Figure 1. Clock routing (run 1).
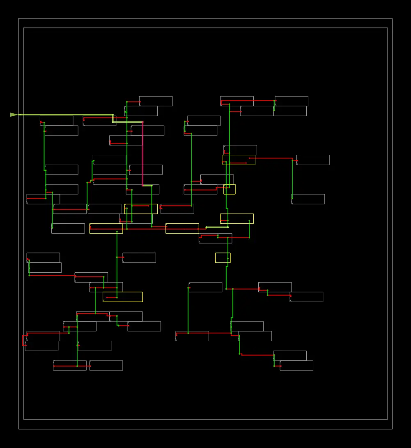
Figure 2. Layout detail (run 1).
Scale bar: 10 um. Window x 37 to 67, y 42 to 72 um. Cells in gray, sequential cells in the stronger gray; small squares are vias.
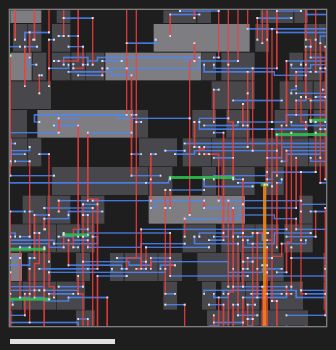
Figure 3. Wires at chosen ports, followed through buffers (run 1).
Scale bar: 20 um.
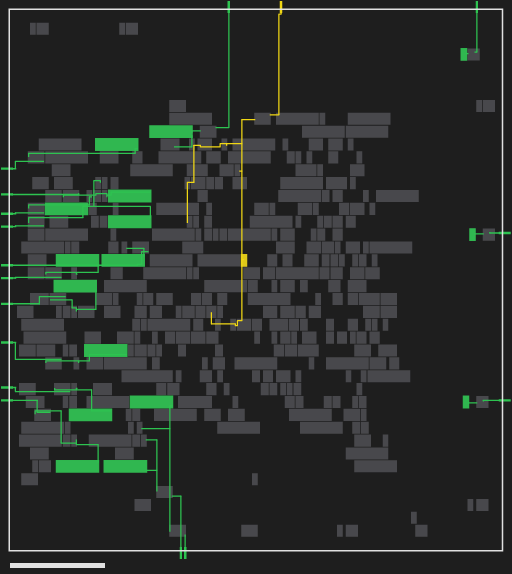
==> config.mk <==
export PLATFORM = sky130hd
export DESIGN_NAME = tuner_sequencer
export DESIGN_NICKNAME = d
export VERILOG_FILES = /design/src/rtl/tuner_sequencer.sv
export SDC_FILE = /design/constraint.sdc
export NUM_CORES = 1
export LEC_CHECK = 0
export CORE_ASPECT_RATIO = 1.1
export CORE_UTILIZATION = 25
export DETAILED_ROUTE_END_ITERATION = 10
export GPL_TIMING_DRIVEN = 0
export SLEW_MARGIN = 0
export SYNTH_ARGS = -nofsm -noshare
export SYNTH_HDL_FRONTEND = slang
export SYNTH_SLANG_ARGS = --single-unit
==> constraint.sdc <==
create_clock -name clk -period 5.9 [get_ports clk]
set_input_delay 1.77 -clock clk [delete_from_list [all_inputs] [get_ports clk]]
set_output_delay 1.77 -clock clk [all_outputs]
set_load 0.1 [all_outputs]
==> flow_metrics.py, run 1 <==
# Auto-generated metrics
metrics = {
    "synthesis": {
        "async_flop_share": 1.00,
        "ys_types": 48,
        "synth-seq-area-share": 0.464,
        "syn_inst": 304,
        "synth_warnings": 0,
    },
    "detailed_routing": {
        "wirelength_um": 6080,
        "drc": 0,
        "num_vias": 2316,
        "routed_via_density": 4.62,
    },
    "global_route": {
        "track_usage": 0.108,
        "grt_first_pass_wirelength_um": 10600,
        "grt_max_degree": 30,
    },
    "critical_path": {
        "cp-start-kind": "flip-flop",
        "required_ns": 4.13,
        "cp_max_fo": 10,
    },
    "floorplan": {
        "die-area_um2": 11900,
        "die_h_um": 114,
        "core_um2": 11000,
    },
    "layout": {
        "logic_area_um2": 1380,
    },
    "outcome": {
        "status": "finished clean",
    },
}
-- Figure 1 (at the start) --
Clock Power: 341 uW
clk sink count: 53
number of CTS-inserted buffers: 5
clock skew: 0.00405 ns

-- Figure 2 (at the start) --
layer	color
metal 4	orange
metal 1	blue
metal 2	red
metal 3	green
sequential cells in the window	4
most frequent	nand2_1 (6), nor2_1 (5)
cells with their middle in the window	67

-- Figure 3 (at the start) --
port	color	bits	direction	end cells	buffers	wire
`wdata`	green	16	output	16	16	444 um
`en`	yellow	1	output	1	1	110 um
boundary pin count: 43
count of input and output buffers: 32

==> run 1: worst max-delay path: stages (launching register included) <==
cell	delay, ns
dfrtp_1	0.38
clkbuf_1	0.29
or3_1	0.17
clkbuf_1	0.21
clkdlybuf4s50_1	1.19
==> run 1: cells in the mapped netlist, drive strengths merged, types with 2 or more instances <==
library cell,n
nand4,8
dfrtp,53
nor4,4
or3,6
buf,13
a31oi,3
a211oi,2
xor2,10
nor3b,2
nand2,33
ha,4
clkbuf,15
a21oi,8
nand3,11
xnor2,4
mux2i,5
nor4b,2
nor2b,3
o211a,2
nor2,31
o31ai,4
mux2,14
nand4b,2
nor3,9
inv,10
and3,5
o21bai,2
nand2b,5
o21ai,14
o22ai,2
and4,2
or2,2
or4,2
o211ai,3
==> run 1: cell families after synthesis <==
kind of cell | count (synthesis) | synth area share
adders and majority gates | 4 | 0.0175
AOI/OAI and AO/OA | 45 | 0.102
xor gates and xnor gates | 14 | 0.0429
other | 1 | 0.00131
buffers and inverters | 39 | 0.0657
muxes | 19 | 0.0727
DFF | 53 | 0.464
and+or+nand+nor | 129 | 0.233
==> run 1: area by class of cell <==
type | instances | share of cell area
tap | 147 | 0.0512
clock inverter | 3 | 0.0139
timing repair buffer | 33 | 0.0948
inverter | 11 | 0.0115
clock buffer | 5 | 0.0349
multi-input combinational | 221 | 0.383
sequential | 53 | 0.369
buffer | 28 | 0.0408
==> run 1: through the flow <==
step	utilization	instances	hold WS (ns)	power (mW)
2_1_floorplan	-	313	0.447	1.09
3_3_place_gp	0.308	492	0.456	1.26
3_5_place_dp	0.310	493	0.470	1.27
4_1_cts	0.326	501	0.490	1.62
5_1_grt	0.326	501	0.510	1.69
6_report	0.326	501	0.477	1.60
==> run 1: power groups by stage <==
stage / Combinational (mW) / Sequential, mW / Clock (mW)
2_1_floorplan: 0.359 / 0.733 / 0
3_3_place_gp: 0.754 / 0.504 / 0
3_5_place_dp: 0.765 / 0.505 / 0
4_1_cts: 0.766 / 0.500 / 0.350
5_1_grt: 0.812 / 0.510 / 0.366
6_report: 0.759 / 0.498 / 0.341
==> run 1: layer usage <==
metal,global-route usage,share of wire
met2,0.188,0.49
met4,0.0238,0.0071
met3,0.0285,0.042
met5,0,0
met1,0.133,0.46
==> run 1 -> run 2 <==
==> constraint.sdc (replaced) <==
create_clock -name clk -period 4.45 [get_ports clk]
set_input_delay 1.335 -clock clk [delete_from_list [all_inputs] [get_ports clk]]
set_output_delay 1.335 -clock clk [all_outputs]
set_load 0.1 [all_outputs]
==> run 2 against run 1 <==
Largest power group unchanged. Hold slack did not move. Largest cell class unchanged. Setup slack got worse by 1.0 ns. Sequential power rose by 33%. Power rose by 33%. Area after synthesis did not move.
==> flow_metrics.py, run 2 <==
# Auto-generated metrics
metrics = {
    "placed_design": {
        "port_buffers": 32,
    },
    "critical_path": {
        "slowest_stage": "clkdlybuf4s50_1",
        "crit_chain": "clkbuf_1 -> or3_1 -> clkbuf_1 -> clkdlybuf4s50_1",
        "critical-path-top-delay-family": "buffers and inverters",
        "path_buffers": 3,
        "cp-start-kind": "flip-flop",
        "cpMostUsedCell": "clkbuf_1",
        "cpPeakStageDelay_ns": 1.19,
        "cp.depth": 4,
        "required_ns": 3.12,
        "cp_max_fo": 10,
    },
    "global_route": {
        "grt_max_degree": 30,
        "grt_first_pass_wirelength_um": 10600,
        "track_usage": 0.108,
    },
    "synthesis": {
        "synth.cellmix.compoundShare": 0.102,
        "ys_types": 48,
        "topCombFamilyByArea": "simple AND/OR/NAND/NOR gates",
        "synthTopCellsByCount": "dfrtp_1 (53), nand2_1 (33), nor2_1 (31)",
        "syn_inst": 304,
        "async_flop_share": 1.00,
        "yosysMostFrequentCell": "dfrtp_1",
        "area_leaders": "dfrtp_1 (46%), mux2_2 (5.5%), nand2_1 (4.3%)",
        "simple_gate_area_frac": 0.233,
        "synth_xor_xnor_area_share": 0.0429,
        "mux_area_frac": 0.0727,
        "synth-seq-area-share": 0.464,
        "top_cell_area_share": 0.464,
        "synth_warnings": 0,
        "ys_sh_adder": 0.0175,
    },
    "floorplan": {
        "die-area_um2": 11900,
        "die_h_um": 114,
        "io_pins": 43,
        "core_um2": 11000,
    },
    "outcome": {
        "status": "finished clean",
    },
    "detailed_routing": {
        "routed_via_density": 4.62,
        "num_vias": 2316,
        "drc": 0,
    },
    "power": {
        "vdd_drop_max_mv": 0.414,
        "p_leak_nw": 1.51,
    },
    "final_timing": {
        "min_period_ns": 3.85,
        "fmax_mhz": 259,
        "hold_viol": 0,
        "min_period_over_period": 0.866,
        "skew_ns": 0.00405,
    },
    "clock_network": {
        "cts_sinks": 53,
        "clk_path_buf_depth": 2,
        "clock.latency.late_pin_ns": 0.29,
        "cts.clk_slew.worst_paths_ns": 0.07,
        "cts_buffers": 5,
    },
    "layout": {
        "most-common-layout-cells": "dfrtp_1 (53), nand2_1 (33), clkdlybuf4s50_1 (32), nor2_1 (31), clkbuf_1 (15)",
    },
}
[run 2: routing by layer]
layer  vias up  routed length (um)  track usage
met5         -                   0            0
met4         0                  43       0.0238
met3         6                 254       0.0285
met2        53                2960        0.188
met1      1123                2820        0.133
li1       1134                   -            -
[run 2: cell families (layout without fill, tap and decap cells)]
group / Yosys count / count (layout)
compound gates: 45 / 45
xor+xnor: 14 / 14
fa+ha+maj: 4 / 4
buf+inv: 39 / 80
simple gates: 129 / 129
flops: 53 / 53
mux: 19 / 19
other cells: 1 / 10
[run 2: layout make-up]
type / instances / area, um^2
plain buffers: 28 / 146
clock buffers: 5 / 125
clock inverters: 3 / 50.0
fillers: 1164 / 7420
inverters: 11 / 41.3
multi-input cells: 221 / 1380
flip-flops and latches: 53 / 1330
well taps: 147 / 184
repair buffers: 33 / 340
[run 2: through the flow]
step | std cells | power [mW] | util | instance area, um^2 | hold slack, ns
5_1_grt | 501 | 2.24 | 0.326 | 3590 | 0.510
3_5_place_dp | 493 | 1.68 | 0.310 | 3410 | 0.470
6_report | 501 | 2.12 | 0.326 | 3590 | 0.477
2_1_floorplan | 313 | 1.45 | - | 2890 | 0.447
4_1_cts | 501 | 2.14 | 0.326 | 3590 | 0.490
3_3_place_gp | 492 | 1.67 | 0.308 | 3390 | 0.456
[run 2: power breakdown]
group / leakage, nW / switching [mW] / internal, mW / total, mW
registers: 0.675 / 0.0622 / 0.598 / 0.660
clock network: 0.0859 / 0.181 / 0.271 / 0.452
logic: 0.747 / 0.731 / 0.276 / 1.01
total: 1.51 / 0.975 / 1.14 / 2.12
[run 2: worst reg2reg max path: stages (launching register included)]
cell      delay, ns
dfrtp_1        0.46
ha_1           0.22
nand4_1        0.33
nor4_1         0.77
o31ai_1        0.18
a22oi_1        0.33
o221ai_1       0.19
a31oi_1        0.20
Figure 4. M1 wires (run 2).
Supply wires on this layer in gray.
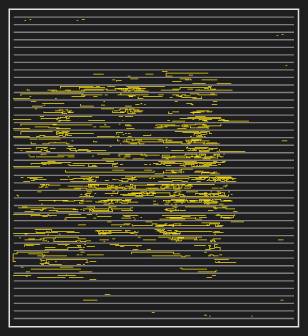
share of all routed wire	46%
main direction	horizontal
wire length on this layer	2,820 um
nets with wire on the layer	332
met1 Track Usage GR: 0.133
total wire length: 6080 um

Power figures rest on the tool's default switching activity, not on a simulated workload.
